## config.mk

```make
export PLATFORM = sky130hd
export DESIGN_NAME = mms_line_fill_unit_flat
export DESIGN_NICKNAME = d
export VERILOG_FILES = /design/src/rtl/mms_line_fill_unit_pkg.sv /design/src/rtl/mms_line_fill_unit_if.sv /design/src/rtl/mms_line_fill_unit.sv /design/src/flat_wrapper.sv
export SDC_FILE = /design/constraint.sdc
export NUM_CORES = 1
export LEC_CHECK = 0
export CORE_UTILIZATION = 40
export CTS_BUF_LIST = sky130_fd_sc_hd__clkbuf_4 sky130_fd_sc_hd__clkbuf_8
export CTS_CLUSTER_DIAMETER = 120
export DETAILED_ROUTE_END_ITERATION = 7
export PLACE_DENSITY_LB_ADDON = 0.1
export RECOVER_POWER = 50
export SETUP_SLACK_MARGIN = 0.4
export SLEW_MARGIN = 20
export SYNTH_ARGS = -nofsm -noshare
export SYNTH_HDL_FRONTEND = slang
export SYNTH_SLANG_ARGS = --single-unit
```

## constraint.sdc

```tcl
create_clock -name clk -period 3.8 [get_ports clk]
set_clock_uncertainty 0.2 [all_clocks]
set_input_delay 0.76 -clock clk [delete_from_list [all_inputs] [get_ports clk]]
set_output_delay 0.76 -clock clk [all_outputs]
set_load 0.02 [all_outputs]
```

## src/rtl/mms_line_fill_unit_pkg.sv

```systemverilog
// Shared types and constants for the line fill unit: cache address layout,
// line data shape, fill FSM states and the line base helper.
package mms_line_fill_unit_pkg;

  localparam int ADDR_WD      = 32;
  localparam int DATA_WD      = 32;
  localparam int CACHE_OFFSET = 4;
  localparam int CACHE_INDEX  = 8;
  localparam int CACHE_TAG    = ADDR_WD - CACHE_INDEX - CACHE_OFFSET;
  localparam int LINE_WORDS   = 2 ** (CACHE_OFFSET - 2);
  localparam int LINE_WD      = LINE_WORDS * DATA_WD;
  localparam int BASE_WD      = ADDR_WD - CACHE_OFFSET;
  localparam int WORD_IDX_WD  = CACHE_OFFSET - 2;

  // Byte address split into tag | index | offset.
  typedef struct packed {
    logic [CACHE_TAG-1:0]    tag;
    logic [CACHE_INDEX-1:0]  index;
    logic [CACHE_OFFSET-1:0] offset;
  } cache_a_t;

  // Word i of a line sits at bits [32i+31:32i].
  typedef logic [LINE_WORDS-1:0][DATA_WD-1:0] inst_set_t;
  typedef logic [LINE_WORDS-1:0][DATA_WD-1:0] line_data_t;

  typedef logic [WORD_IDX_WD-1:0] word_idx_t;

  localparam word_idx_t LAST_BEAT = word_idx_t'(LINE_WORDS - 1);

  typedef enum logic [1:0] {
    IDLE  = 2'd0,
    ISSUE = 2'd1,
    WAIT  = 2'd2,
    RESP  = 2'd3
  } fill_state_e;

  // Line-aligned part of an address: {tag, index}.
  function automatic logic [BASE_WD-1:0] line_base(input cache_a_t addr);
    return {addr.tag, addr.index};
  endfunction

endpackage

```

## src/rtl/mms_line_fill_unit_if.sv

```systemverilog
// Bus bundles for the line fill unit: the cache-side line request/response
// channel and the word-wide memory beat channel.
interface mms_line_req_if;
  import mms_line_fill_unit_pkg::*;

  logic                 req_valid;
  logic                 req_ready;
  logic [ADDR_WD-1:0]   req_addr;
  logic                 req_we;
  line_data_t           req_wdata;
  logic                 rsp_valid;
  logic                 rsp_ready;
  line_data_t           rsp_rdata;
  logic                 rsp_err;

  // Cache controller side.
  modport master (
    output req_valid, req_addr, req_we, req_wdata, rsp_ready,
    input  req_ready, rsp_valid, rsp_rdata, rsp_err
  );

  // Line fill unit side.
  modport slave (
    input  req_valid, req_addr, req_we, req_wdata, rsp_ready,
    output req_ready, rsp_valid, rsp_rdata, rsp_err
  );
endinterface

interface mms_mem_if;
  import mms_line_fill_unit_pkg::*;

  logic                 mem_req_valid;
  logic                 mem_req_ready;
  logic [ADDR_WD-1:0]   mem_req_addr;
  logic                 mem_req_we;
  logic [DATA_WD-1:0]   mem_req_wdata;
  logic                 mem_rsp_valid;
  logic [DATA_WD-1:0]   mem_rsp_data;
  logic                 mem_rsp_err;

  // Line fill unit side, issuing beats.
  modport master (
    output mem_req_valid, mem_req_addr, mem_req_we, mem_req_wdata,
    input  mem_req_ready, mem_rsp_valid, mem_rsp_data, mem_rsp_err
  );

  // Backing memory side.
  modport slave (
    input  mem_req_valid, mem_req_addr, mem_req_we, mem_req_wdata,
    output mem_req_ready, mem_rsp_valid, mem_rsp_data, mem_rsp_err
  );
endinterface

```

## src/rtl/mms_line_fill_unit.sv

```systemverilog
// Line fill unit: takes one 16-byte line read or writeback from the cache,
// runs it as four single-outstanding word beats on the memory bus, and
// returns the assembled line (reads) together with the OR of beat errors.
module mms_line_fill_unit
  import mms_line_fill_unit_pkg::*;
(
  input  logic          clk,
  input  logic          rst_n,
  mms_line_req_if.slave line,
  mms_mem_if.master     mem
);

  fill_state_e        state_q, state_d;
  logic [BASE_WD-1:0] base_q, base_d;
  word_idx_t          crit_q, crit_d;
  word_idx_t          cnt_q, cnt_d;
  logic               we_q, we_d;
  logic               err_q, err_d;
  line_data_t         wdata_q, wdata_d;
  line_data_t         buf_q, buf_d;

  cache_a_t           req_a;
  word_idx_t          beat_word;
  logic               last_beat;
  logic               unused_offset_bits;

  assign req_a              = cache_a_t'(line.req_addr);
  assign unused_offset_bits = ^req_a.offset[1:0];

  // Reads wrap from the critical word; writes always climb from word 0.
  assign beat_word = we_q ? cnt_q : word_idx_t'(crit_q + cnt_q);
  assign last_beat = (cnt_q == LAST_BEAT);

  // State register; reset drops any transaction in flight.
  always_ff @(posedge clk or negedge rst_n) begin
    if (!rst_n) begin
      state_q <= IDLE;
    end else begin
      state_q <= state_d;
    end
  end

  // Request latch, beat counter, line buffer and sticky error flag.
  always_ff @(posedge clk or negedge rst_n) begin
    if (!rst_n) begin
      base_q  <= '0;
      crit_q  <= '0;
      cnt_q   <= '0;
      we_q    <= 1'b0;
      err_q   <= 1'b0;
      wdata_q <= '0;
      buf_q   <= '0;
    end else begin
      base_q  <= base_d;
      crit_q  <= crit_d;
      cnt_q   <= cnt_d;
      we_q    <= we_d;
      err_q   <= err_d;
      wdata_q <= wdata_d;
      buf_q   <= buf_d;
    end
  end

  // Next-state: one beat outstanding at a time, responses only heard in WAIT.
  always_comb begin
    state_d = state_q;
    unique case (state_q)
      IDLE:  if (line.req_valid)     state_d = ISSUE;
      ISSUE: if (mem.mem_req_ready)  state_d = WAIT;
      WAIT:  if (mem.mem_rsp_valid)  state_d = last_beat ? RESP : ISSUE;
      RESP:  if (line.rsp_ready)     state_d = IDLE;
      default:                       state_d = IDLE;
    endcase
  end

  // Datapath updates: capture on accept, fill by line index on each response.
  always_comb begin
    base_d  = base_q;
    crit_d  = crit_q;
    cnt_d   = cnt_q;
    we_d    = we_q;
    err_d   = err_q;
    wdata_d = wdata_q;
    buf_d   = buf_q;
    unique case (state_q)
      IDLE: begin
        if (line.req_valid) begin
          base_d  = line_base(req_a);
          crit_d  = req_a.offset[CACHE_OFFSET-1:2];
          we_d    = line.req_we;
          wdata_d = line.req_wdata;
          cnt_d   = '0;
          err_d   = 1'b0;
          buf_d   = '0;
        end
      end
      WAIT: begin
        if (mem.mem_rsp_valid) begin
          if (!we_q) begin
            buf_d[beat_word] = mem.mem_rsp_data;
          end
          err_d = err_q | mem.mem_rsp_err;
          if (!last_beat) begin
            cnt_d = word_idx_t'(cnt_q + word_idx_t'(1));
          end
        end
      end
      default: ;
    endcase
  end

  // Outputs decoded from state; buses are held quiet outside their phase.
  always_comb begin
    line.req_ready    = 1'b0;
    line.rsp_valid    = 1'b0;
    line.rsp_rdata    = '0;
    line.rsp_err      = 1'b0;
    mem.mem_req_valid = 1'b0;
    mem.mem_req_addr  = '0;
    mem.mem_req_we    = 1'b0;
    mem.mem_req_wdata = '0;
    unique case (state_q)
      IDLE: begin
        line.req_ready = 1'b1;
      end
      ISSUE: begin
        mem.mem_req_valid = 1'b1;
        mem.mem_req_addr  = {base_q, beat_word, 2'b00};
        mem.mem_req_we    = we_q;
        mem.mem_req_wdata = wdata_q[beat_word];
      end
      RESP: begin
        line.rsp_valid = 1'b1;
        line.rsp_rdata = buf_q;
        line.rsp_err   = err_q;
      end
      default: ;
    endcase
  end

endmodule
```

## src/flat_wrapper.sv

```systemverilog
// flat-port wrapper written by rule: the top's interface ports become plain ports
module mms_line_fill_unit_flat import mms_line_fill_unit_pkg::*;
  (clk, rst_n, line_req_valid, line_req_addr, line_req_we, line_req_wdata, line_rsp_ready, line_req_ready, line_rsp_valid, line_rsp_rdata, line_rsp_err, mem_mem_req_valid, mem_mem_req_addr, mem_mem_req_we, mem_mem_req_wdata, mem_mem_req_ready, mem_mem_rsp_valid, mem_mem_rsp_data, mem_mem_rsp_err);
  mms_line_req_if line_i ();
  mms_mem_if mem_i ();
  input  logic clk;
  input  logic rst_n;
  input wire logic [$bits(line_i.req_valid)-1:0] line_req_valid;
  input wire logic [$bits(line_i.req_addr)-1:0] line_req_addr;
  input wire logic [$bits(line_i.req_we)-1:0] line_req_we;
  input wire logic [$bits(line_i.req_wdata)-1:0] line_req_wdata;
  input wire logic [$bits(line_i.rsp_ready)-1:0] line_rsp_ready;
  output wire logic [$bits(line_i.req_ready)-1:0] line_req_ready;
  output wire logic [$bits(line_i.rsp_valid)-1:0] line_rsp_valid;
  output wire logic [$bits(line_i.rsp_rdata)-1:0] line_rsp_rdata;
  output wire logic [$bits(line_i.rsp_err)-1:0] line_rsp_err;
  output wire logic [$bits(mem_i.mem_req_valid)-1:0] mem_mem_req_valid;
  output wire logic [$bits(mem_i.mem_req_addr)-1:0] mem_mem_req_addr;
  output wire logic [$bits(mem_i.mem_req_we)-1:0] mem_mem_req_we;
  output wire logic [$bits(mem_i.mem_req_wdata)-1:0] mem_mem_req_wdata;
  input wire logic [$bits(mem_i.mem_req_ready)-1:0] mem_mem_req_ready;
  input wire logic [$bits(mem_i.mem_rsp_valid)-1:0] mem_mem_rsp_valid;
  input wire logic [$bits(mem_i.mem_rsp_data)-1:0] mem_mem_rsp_data;
  input wire logic [$bits(mem_i.mem_rsp_err)-1:0] mem_mem_rsp_err;
  assign line_i.req_valid = line_req_valid;
  assign line_i.req_addr = line_req_addr;
  assign line_i.req_we = line_req_we;
  assign line_i.req_wdata = line_req_wdata;
  assign line_i.rsp_ready = line_rsp_ready;
  assign line_req_ready = line_i.req_ready;
  assign line_rsp_valid = line_i.rsp_valid;
  assign line_rsp_rdata = line_i.rsp_rdata;
  assign line_rsp_err = line_i.rsp_err;
  assign mem_mem_req_valid = mem_i.mem_req_valid;
  assign mem_mem_req_addr = mem_i.mem_req_addr;
  assign mem_mem_req_we = mem_i.mem_req_we;
  assign mem_mem_req_wdata = mem_i.mem_req_wdata;
  assign mem_i.mem_req_ready = mem_mem_req_ready;
  assign mem_i.mem_rsp_valid = mem_mem_rsp_valid;
  assign mem_i.mem_rsp_data = mem_mem_rsp_data;
  assign mem_i.mem_rsp_err = mem_mem_rsp_err;
  mms_line_fill_unit u_core (.clk(clk), .rst_n(rst_n), .line(line_i), .mem(mem_i));
endmodule
```

==> impl_metrics.yaml <==
# flow metrics
worst_setup_path:
  cp.arrival_ps: 2570
  worstSetupStartpoint: "u_core.cnt_q[0]"
  critical_path_required_ps: 2840
  ff2ff_path_depth: 6
  crit_fanout: 6
  cp-endpoint: "mem_mem_req_wdata[29]"
  regToRegSetupSlack_ps: 450
  start_kind: "flop"
  crit_type: "reg2out"
clocking:
  htree_levels: 2
  root_buffer: "clkbuf_8"
  cts_sinks: 292
  cts_tree: "built"
placed_design:
  gp_congestion: 0.800
  place_area_um2: 17800
  dp_cells: 1818
yosys:
  ys_seq_elements: 292
  synth_cell_types: 43
  syn_inst: 1060
  yosys_warnings: 0
  yosysChipArea_um2: 13400
  avgSynthCellArea_um2: 12.7
finish:
  finalInstanceArea_um2: 19400
  final_cell_mix: "clkdlybuf4s50_1 (338), dfrtp_1 (292), mux2_2 (159)"
  logic_area_um2: 5950
  final_util_pct: 59.1
  nets: 1644
global_routing:
  grt_pass1_wl_um: 63200
  gr-usage-met2_pct: 37.1
route:
  vias: 10300
  wl_um: 42200
  post_drt_wl_per_cell_um: 22.0
  firstDrtPassIters: 4
  antenna_left: 0
timing:
  min_period_ps: 3530
  final.setup.tns_ps: 0
  drv_slew: 72
  fin_ws_ps: 272
run:
  warning_count: 35
  cap_violations: 1
status:
  status: "complete, but fails checks"
  violations: "max-capacitance violations, max-slew violations"
power:
  power_density_nw_per_um2: 850
  leakage_nw: 8.73
floorplanning:
  die_h_um: 185
  dieArea_um2: 34300
  fp_util_pct: 41.0
[synthesized netlist by cell type (2+ instances only)]
cell type | instances | area share [%]
a2bb2oi_2 | 2 | 0.22
o2bb2ai_1 | 128 | 8.3
a21o_1 | 3 | 0.17
ha_1 | 2 | 0.19
nand2_1 | 38 | 1.1
buf_6 | 4 | 0.34
dfrtp_1 | 292 | 54
buf_4 | 10 | 0.56
inv_1 | 3 | 0.084
nand2b_1 | 3 | 0.14
a221oi_1 | 32 | 2.1
clkbuf_1 | 58 | 1.6
a22o_1 | 2 | 0.13
nor2_1 | 6 | 0.17
mux2i_1 | 32 | 2.4
a211oi_2 | 29 | 2.7
o21ai_0 | 5 | 0.19
and2_1 | 31 | 1.4
mux2_2 | 159 | 13
a211oi_1 | 3 | 0.17
buf_2 | 34 | 1.3
nor2b_1 | 34 | 1.6
and3_1 | 129 | 6.0
buf_1 | 2 | 0.056
[metrics by stage]
| stage | hold slack [ps] | power [mW] |
|---|---|---|
| after floorplan | 249 | 9.95 |
| after global placement | 264 | 12.5 |
| after detailed placement | 266 | 12.6 |
| after CTS | 282 | 16.4 |
| after global routing | 293 | 17.4 |
| final | 277 | 16.5 |
[cell families (layout without fill, tap and decap cells)]
kind of cell	count (synthesis)	count (layout)	synth area share (%)
buf+inv	112	527	3.96
mux	192	192	15.8
xor+xnor	3	3	0.410
fa+ha+maj	2	2	0.186
compound gates	213	213	14.6
flops	292	292	54.4
simple gates	245	246	10.6
other cells	1	6	0.0279
[metal layers]
metal,vias to the layer above,routed length [um]
li1,4712,-
met1,5163,17600
met2,383,19700
met3,74,3780
met4,2,1060
met5,-,9
[report_power, final]
group | leakage (nW) | switching [mW] | internal, mW | total (mW)
combinational | 4.45 | 4.56 | 3.83 | 8.39
sequential | 3.71 | 0.685 | 4.35 | 5.04
clock | 0.578 | 1.30 | 1.76 | 3.06
total | 8.73 | 6.55 | 9.94 | 16.5
[flip-flops by register name (all words and copies together) (netlist names)]
signal and count:
u_core.buf_q 128, u_core.state_q 2, u_core.wdata_q 128, u_core.crit_q 2, u_core.we_q 1, u_core.cnt_q 2, u_core.base_q 28, u_core.err_q 1
[area by class of cell]
cell class,count,area share [%]
flip-flops and latches,292,37.7
repair buffers,435,23.0
multi-input cells,658,30.7
clock buffers,87,5.53
well taps,442,2.85
clock inverters,2,0.0839
diodes,4,0.0516
inverters,3,0.0581
[critical path: stages, from the launching register on]
cell and delay, ps:
dfrtp_1 380, ha_2 210, xnor2_2 140, or3_4 410, and2_4 240, buf_6 150
a211oi_2 250, buf_4 180
[timing repair]
| item | CTS | global route |
|---|---|---|
| cloned | 3 | 2 |
| setup endpoints to repair | 44 | 92 |
| hold buffers | 1 | 0 |
| hold endpoints to repair | 71 | 0 |
| setup buffers | 4 | 2 |
| pin swaps | 2 | 2 |
| gates resized | 215 | 27 |
[worst min path at each step]
stage | slack (ps) | depth (start not counted) | to
after floorplan | 250 | 1 | u_core.buf_q[0]
after global placement | 260 | 1 | u_core.buf_q[52]
after detailed placement | 270 | 1 | u_core.buf_q[111]
after CTS | 280 | 1 | u_core.buf_q[100]
after global routing | 290 | 1 | u_core.buf_q[28]
final | 280 | 1 | u_core.buf_q[15]
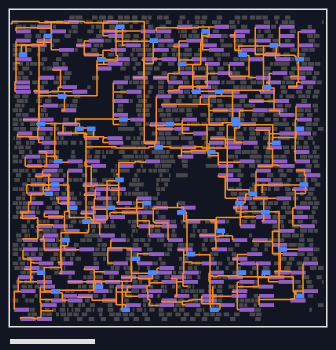
Fig. 1. Clock wires, drivers and flops.
Bar = 50 um.
purple -> flip-flops  # count 292
orange -> clock wires  # length 4310 um
blue -> clock drivers  # count 52
flops lie = spread over the die

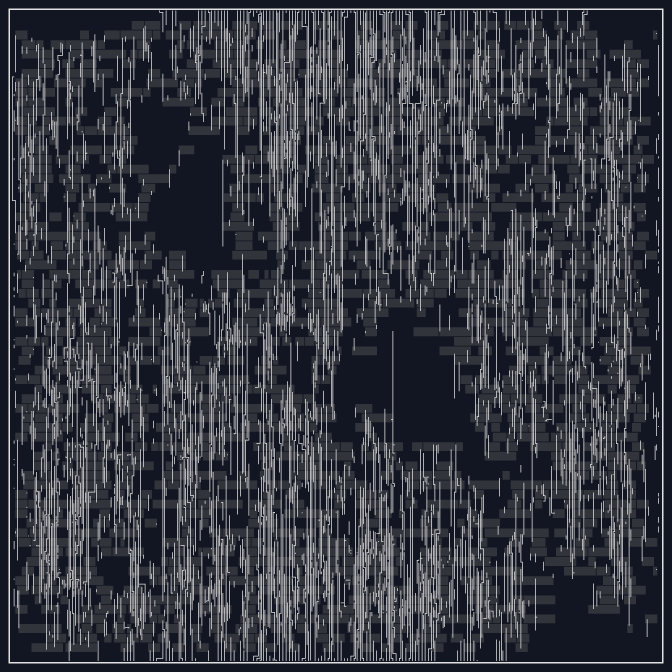
Fig. 2. The metal 2 layer.
main direction = vertical
nets with wire on the layer = 1467
wire length on this layer = 19700 um
share of all routed wire = 47%
longest straight run = 73.5 um

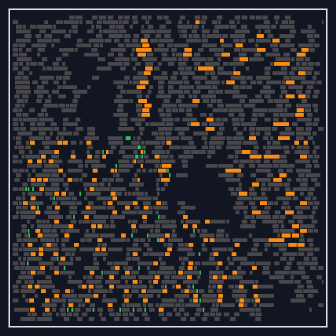
Fig. 3. Gate families picked out.
green -> nand cells  # cells 41
orange -> aoi and oai cells  # cells 205, where spread over the die
final non-filler cell total: 1923
most frequent logic cell in the layout: clkdlybuf4s50_1
combinational share of cell area: 30.7%

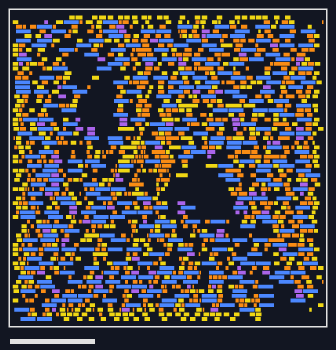
Fig. 4. Placed cells, one color a class.
Bar = 50 um.
yellow -> remaining buffers and delay cells  # cells 435
purple -> clock drivers and dummy loads  # cells 89
orange -> combinational and other logic  # cells 661
blue -> sequential cells  # cells 292

Power figures rest on the tool's default switching activity, not on a simulated workload.
